<file path="src/rtl/cct_exerciser.sv">
// Self-test exerciser for an 8-bit circuit under test: clears it, drives an LFSR
// vector stream into it, folds the responses into a MISR signature and checks it.
module cct_exerciser #(
  parameter int         NUM_VECTORS  = 64,
  parameter int         CLEAR_CYCLES = 2,
  parameter int         LATENCY      = 1,
  parameter logic [7:0] SEED         = 8'h01
) (
  input  logic       clk,
  input  logic       clear_n,
  input  logic       start,
  input  logic [7:0] expected_sig,
  output logic       cct_clear,
  output logic [7:0] cct_input,
  input  logic [7:0] cct_output,
  output logic       busy,
  output logic       done,
  output logic       pass,
  output logic [7:0] signature,
  output logic [7:0] vec_count
);

  typedef enum logic [2:0] {
    IDLE  = 3'd0,
    CLEAR = 3'd1,
    DRIVE = 3'd2,
    DRAIN = 3'd3,
    DONE  = 3'd4
  } state_t;

  // Shared feedback taps (bits 7,5,4,3) for both the LFSR and the MISR.
  function automatic logic fb_parity(input logic [7:0] v);
    return v[7] ^ v[5] ^ v[4] ^ v[3];
  endfunction

  function automatic logic [7:0] shift_fb(input logic [7:0] v);
    return {v[6:0], fb_parity(v)};
  endfunction

  state_t             state_r;
  logic [7:0]         lfsr_r;
  logic [7:0]         cnt_r;
  logic [7:0]         cct_input_r;
  logic [7:0]         signature_r;
  logic [7:0]         vec_count_r;
  logic               cct_clear_r;
  logic               busy_r;
  logic               done_r;
  logic               pass_r;
  logic               drive_valid_r;
  logic [LATENCY-1:0] cap_pipe_r;
  logic               start_accept_s;
  logic               cap_en_s;

  assign start_accept_s = (state_r == IDLE) && start;
  assign cap_en_s       = cap_pipe_r[LATENCY-1];

  assign cct_clear = cct_clear_r;
  assign cct_input = cct_input_r;
  assign busy      = busy_r;
  assign done      = done_r;
  assign pass      = pass_r;
  assign signature = signature_r;
  assign vec_count = vec_count_r;

  // Run sequencer: phase control, vector generation and registered handshake outputs.
  always_ff @(posedge clk or negedge clear_n) begin
    if (!clear_n) begin
      state_r       <= IDLE;
      lfsr_r        <= SEED;
      cnt_r         <= 8'd0;
      cct_input_r   <= 8'd0;
      vec_count_r   <= 8'd0;
      cct_clear_r   <= 1'b0;
      busy_r        <= 1'b0;
      done_r        <= 1'b0;
      pass_r        <= 1'b0;
      drive_valid_r <= 1'b0;
    end else begin
      case (state_r)
        IDLE: begin
          if (start_accept_s) begin
            state_r     <= CLEAR;
            lfsr_r      <= SEED;
            cnt_r       <= 8'd0;
            vec_count_r <= 8'd0;
            pass_r      <= 1'b0;
            busy_r      <= 1'b1;
            cct_clear_r <= 1'b1;
          end else begin
            state_r <= IDLE;
          end
        end
        CLEAR: begin
          if (cnt_r == 8'(CLEAR_CYCLES - 1)) begin
            state_r       <= DRIVE;
            cct_clear_r   <= 1'b0;
            cct_input_r   <= lfsr_r;
            lfsr_r        <= shift_fb(lfsr_r);
            vec_count_r   <= vec_count_r + 8'd1;
            drive_valid_r <= 1'b1;
          end else begin
            cnt_r <= cnt_r + 8'd1;
          end
        end
        DRIVE: begin
          // vec_count already counts the vector on the bus, so N means the last one is out.
          if (vec_count_r == 8'(NUM_VECTORS)) begin
            state_r       <= DRAIN;
            cct_input_r   <= 8'd0;
            drive_valid_r <= 1'b0;
            cnt_r         <= 8'd0;
          end else begin
            cct_input_r <= lfsr_r;
            lfsr_r      <= shift_fb(lfsr_r);
            vec_count_r <= vec_count_r + 8'd1;
          end
        end
        DRAIN: begin
          if (cnt_r == 8'(LATENCY - 1)) begin
            state_r <= DONE;
            done_r  <= 1'b1;
          end else begin
            cnt_r <= cnt_r + 8'd1;
          end
        end
        DONE: begin
          state_r <= IDLE;
          done_r  <= 1'b0;
          busy_r  <= 1'b0;
          pass_r  <= (signature_r == expected_sig);
        end
        default: begin
          state_r       <= IDLE;
          cct_clear_r   <= 1'b0;
          cct_input_r   <= 8'd0;
          busy_r        <= 1'b0;
          done_r        <= 1'b0;
          drive_valid_r <= 1'b0;
        end
      endcase
    end
  end

  // Response capture: drive_valid delayed by the circuit latency gates the MISR.
  always_ff @(posedge clk or negedge clear_n) begin
    if (!clear_n) begin
      cap_pipe_r  <= '0;
      signature_r <= 8'd0;
    end else begin
      cap_pipe_r <= (cap_pipe_r << 1) | LATENCY'(drive_valid_r);
      if (start_accept_s) begin
        signature_r <= 8'd0;
      end else if (cap_en_s) begin
        signature_r <= shift_fb(signature_r) ^ cct_output;
      end else begin
        signature_r <= signature_r;
      end
    end
  end

endmodule

</file>
<file path="config.mk">
export PLATFORM = sky130hd
export DESIGN_NAME = cct_exerciser
export DESIGN_NICKNAME = d
export VERILOG_FILES = /design/src/rtl/cct_exerciser.sv
export SDC_FILE = /design/constraint.sdc
export NUM_CORES = 1
export LEC_CHECK = 0
export CAP_MARGIN = 10
export CORE_UTILIZATION = 50
export DETAILED_ROUTE_END_ITERATION = 10
export HOLD_SLACK_MARGIN = 0.08
export PLACE_DENSITY = 0.77
export SETUP_SLACK_MARGIN = 0.3
export SLEW_MARGIN = 25
export SYNTH_ARGS = -nofsm -noshare
export SYNTH_HDL_FRONTEND = slang
export SYNTH_SLANG_ARGS = --single-unit
</file>
<file path="constraint.sdc">
create_clock -name clk -period 2.2 [get_ports clk]
set_clock_uncertainty 0.05 [all_clocks]
set_input_delay 0.44 -clock clk [delete_from_list [all_inputs] [get_ports clk]]
set_output_delay 0.44 -clock clk [all_outputs]
set_load 0.02 [all_outputs]
</file>
==> Slide: Implementation Results, run 1 <==
Flow Results at a Glance

Run status
  • Status: complete, no violations

Logic synthesis
  • Yosys cell count: 245
  • Synth warnings: 0
  • Post-synth cell types: 50
  • Logic family by area: AND-OR/OR-AND gates
  • Mux share: 0.0207
  • Mapped Area: 2600 um2
  • Syn_nets: 269
  • Commonest cells in the netlist: 48 x dfrtp_1, 20 x a22o_1, 17 x nor2_1, 15 x xnor2_1, 11 x nand2_1
  • Area reported by Yosys stat: 2600 um2
  • Post-Synth XOR/XNOR Area: 0.0794
  • Share of the synthesized area in the top cell type: 0.462
  • FFs w/ async S/R, synth: 1.00

Routing
  • DR WL met3: 290 um
  • First-iteration detailed-routing DRC count: 106
  • DRC: 0
  • Wl on met1: 2960 um
  • Drt pass-1 iters: 5
  • Drt total wl: 6320 um
  • Avg Vias per Cell: 5.73
  • Drt wl/cell: 16.4 um
  • Antenna viol nets, final: 0

STA
  • Fmax: 493 MHz
  • Final worst slack: 0.171 ns
  • RSZ-0062 raised after global routing: true
  • Final setup viols: 0
  • Max Slew Vio Count: 0
  • Rel. slew slack: 0.614
  • Minimum clock period: 2.03 ns
  • Final Hold Viols: 0
  • Post-route setup TNS: 0 ns

Finish
  • Fill cells: 342
  • Most frequent logic cell in the layout: dfrtp_1
  • Sequential Area: 1230 um2
  • Design Area, Final: 3580 um2
  • Top Layout Cells: 42 x dfrtp_1, 33 x clkdlybuf4s50_1, 26 x buf_4, 20 x a22o_1, 17 x nor2_1
  • Seq/total area: 0.345
  • MI comb area: 1400 um2
  • Logic share of the area: 0.392
  • ClkCell Share: 0.0325

Power and ir drop
  • P_sw: 2.25 mW
  • Combinational group share of total power: 0.564
  • Pwr per Cell Area: 1470 nW/um2
  • Worst vdd ir: 0.998 mV
  • Pwr top: combinational cells
  • Flop pwr share: 0.309
  • Static leakage: 1.61 nW
  • Seq power: 1.62 mW
  • Switch share: 0.430

Clock network
  • Number of H-tree levels: 2
  • TritonCTS Buffers: 5
  • Latency at later pin: 0.31 ns
  • Postcts setup bufs: 2
  • Post-CTS sizing: 11
  • Clock Path Buffers: 2
  • CTS sink count: 49

GRT
  • Most used routing layer: met2
  • Aggregate global routing overflow: 0
  • Initial antenna violation count: 0
  • Routing usage on met3: 0.0366
  • GRT Util Overall: 0.233
  • Largest net degree at the start of global routing: 27

Setup path
  • CP endpoint: cnt_r[0]
  • Worst r2r src: vec_count[5]
  • CP max stage cell: or4b_4
  • CP Launch Point: vec_count[5]
  • Crit Path Category: reg -> reg
  • CP max FO: 7
  • Crit-path max cell delay: 0.58 ns

Placed design
  • HPWL after detailed placement: 4210 um
  • Placed Cells: 365
  • Placed cell area: 3250 um2

Die
  • Die Area: 5500 um2
  • Chip width: 74.1 um
  • Io pins: 47

Hold path
  • Worst Hold Class: in -> async

Flow run
  • Max cap viols: 0
  • Tool warnings: 32
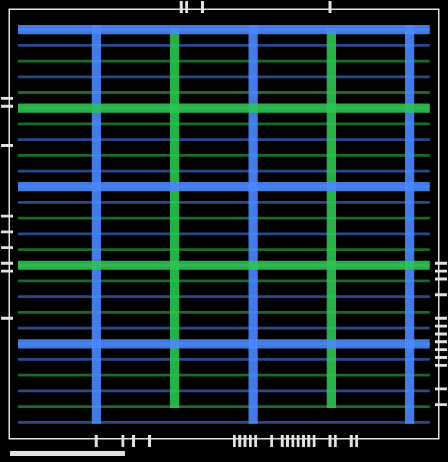
run_1/floorplan.png
Scale bar: 20 um. Pins as bars on the die edge.
blue -> VSS
green -> VDD
rows = 25
met5 straps = 5

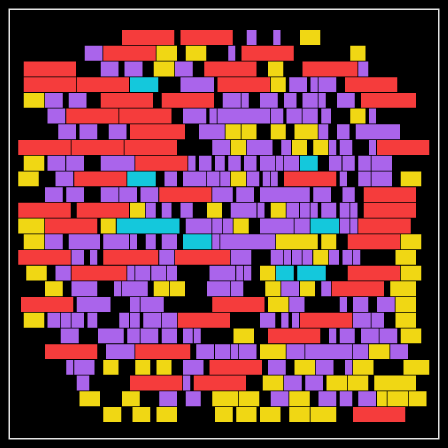
run_1/class_map.png
cyan -> clock drivers and dummy loads  # cells 8
red -> sequential cells  # cells 49
yellow -> remaining buffers and delay cells  # cells 75
purple -> remaining logic cells  # cells 187

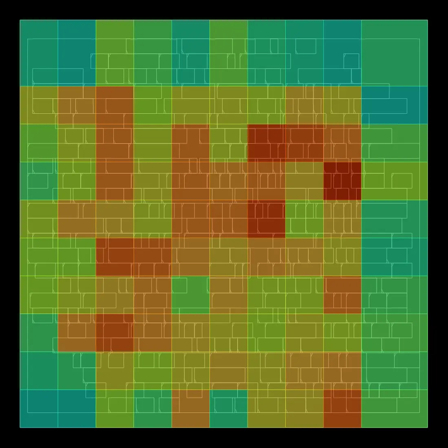
run_1/congestion_map.png
met1 Usage GRT: 0.330
met2 Resource Use GR: 0.375

==> inputs of run 2 (changes only) <==
--- a/config.mk
+++ b/config.mk
@@ -6,10 +6,9 @@
 export NUM_CORES = 1
 export LEC_CHECK = 0
 export CAP_MARGIN = 10
-export CORE_UTILIZATION = 50
+export CORE_UTILIZATION = 30
 export DETAILED_ROUTE_END_ITERATION = 10
 export HOLD_SLACK_MARGIN = 0.08
-export PLACE_DENSITY = 0.77
 export SETUP_SLACK_MARGIN = 0.3
 export SLEW_MARGIN = 25
 export SYNTH_ARGS = -nofsm -noshare
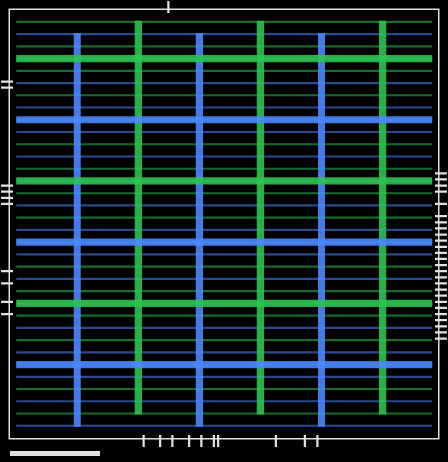
run_2/floorplan.png
Scale bar: 20 um. Pins as bars on the die edge.
blue -> VSS
green -> VDD
met5 straps = 6
signal pins = 47

==> run 2 against run 1 <==
Against the previous run: count of clock-buffer cells in the layout increased by 2; global-route usage fell by 8.3 points; largest power group unchanged; register-to-register slack worse by 0.03 ns; hold slack got worse by 0.0024 ns; maximum frequency decreased by 1.4%; sequential share of layout area down 0.98 points; routed wire length rose by 4.0%; power up 1.7%; utilization is 30 points lower; clock power barely moved.
==> Slide: Implementation Results, run 2 <==
Flow Results at a Glance

Routing
  • Via count: 2228
  • Avg Vias per Cell: 5.24 (-8.4%)
  • DRC: 0 (unchanged)
  • DR WL met3: 340 um (+17%)
  • Antenna viol nets, final: 0 (unchanged)
  • Wl on met1: 3150 um (+6.6%)
  • Drt pass-1 iters: 4 (-1)
  • Drt wl/cell: 15.5 um (-5.5%)
  • Drt total wl: 6570 um (+4.0%)
  • First-iteration detailed-routing DRC count: 67 (-37%)

STA
  • Post-route setup TNS: 0 ns (unchanged)
  • Rel. slew slack: 0.640 (+0.0260)
  • Final setup viols: 0 (unchanged)
  • Max Slew Vio Count: 0 (unchanged)
  • Fmax: 486 MHz (-1.4%)
  • Final worst slack: 0.142 ns (-0.0287 ns)

Logic synthesis
  • Mux share: 0.0207 (unchanged)
  • Yosys cell count: 245 (unchanged)
  • Mapped Area: 2600 um2 (unchanged)
  • Synth warnings: 0 (unchanged)
  • Post-synth cell types: 50 (unchanged)
  • Commonest cells in the netlist: 48 x dfrtp_1, 20 x a22o_1, 17 x nor2_1, 15 x xnor2_1, 11 x nand2_1
  • Logic family by area: AND-OR/OR-AND gates
  • Area reported by Yosys stat: 2600 um2 (unchanged)
  • Post-Synth XOR/XNOR Area: 0.0794 (unchanged)
  • Share of the synthesized area in the top cell type: 0.462 (unchanged)
  • Number of enable flip-flop cells: 0
  • FFs w/ async S/R, synth: 1.00 (unchanged)

Power and ir drop
  • Pwr per Cell Area: 1450 nW/um2 (-0.95%)
  • P_sw: 2.24 mW (-0.48%)
  • Combinational group share of total power: 0.569 (+0.005)
  • Switch share: 0.420 (-0.00942)
  • Int Pwr: 3.09 mW
  • Pwr top: combinational cells
  • Seq power: 1.63 mW (about the same)
  • Static leakage: 1.66 nW (+3.0%)

Flow run
  • Tool warnings: 32 (unchanged)

Finish
  • MI comb area: 1430 um2 (+1.7%)
  • Most frequent logic cell in the layout: dfrtp_1
  • ClkCell Share: 0.0317 (-0.000864)
  • Area growth syn-to-layout: 41.3%
  • Design Area, Final: 3670 um2 (+2.7%)
  • Seq/total area: 0.335 (-0.00985)
  • Fill cells: 794 (+130%)
  • Logic share of the area: 0.388 (-0.00394)

Placed design
  • HPWL after detailed placement: 4380 um (+4.0%)
  • Placed cell area: 3290 um2 (+1.2%)

GRT
  • Met2 Resource Use GR: 0.244 (-0.131)
  • Largest net degree at the start of global routing: 29 (+7.4%)
  • Met1 Usage GRT: 0.204 (-0.125)
  • Initial antenna violation count: 0 (unchanged)
  • Aggregate global routing overflow: 0 (unchanged)
  • Routing usage on met3: 0.0295 (-0.00708)
  • Most used routing layer: met2

Setup path
  • CP endpoint: vec_count[4]
  • CP Launch Point: state_r[2]
  • Worst r2r src: state_r[2]
  • Crit Path Category: reg -> reg
  • CP max FO: 11 (+4)
  • Crit-path max cell delay: 0.55 ns (-0.03 ns)

Clock network
  • Latency at later pin: 0.30 ns (about the same)
  • Postcts setup bufs: 7 (+5)
  • CTS sink count: 49 (unchanged)
  • TritonCTS Buffers: 5 (unchanged)
  • Number of H-tree levels: 2 (unchanged)
  • Post-CTS sizing: 18 (+7)

Die
  • Die Area: 9050 um2 (+65%)
  • Io pins: 47 (unchanged)
  • FP Rows: 33

Hold path
  • Worst Hold Class: in -> async

Run status
  • Status: complete, no violations
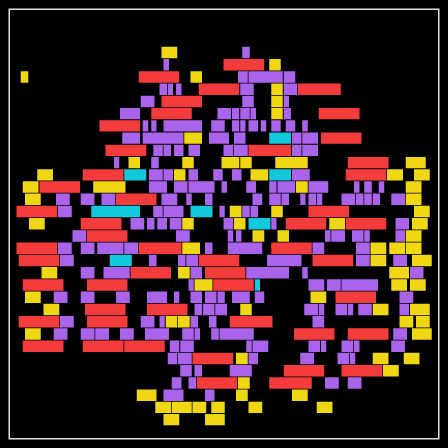
run_2/class_map.png
purple -> remaining logic cells  # cells 187
red -> sequential cells  # cells 49
yellow -> remaining buffers and delay cells  # cells 76
cyan -> clock drivers and dummy loads  # cells 8

Power is estimated from default activity; no workload was simulated.
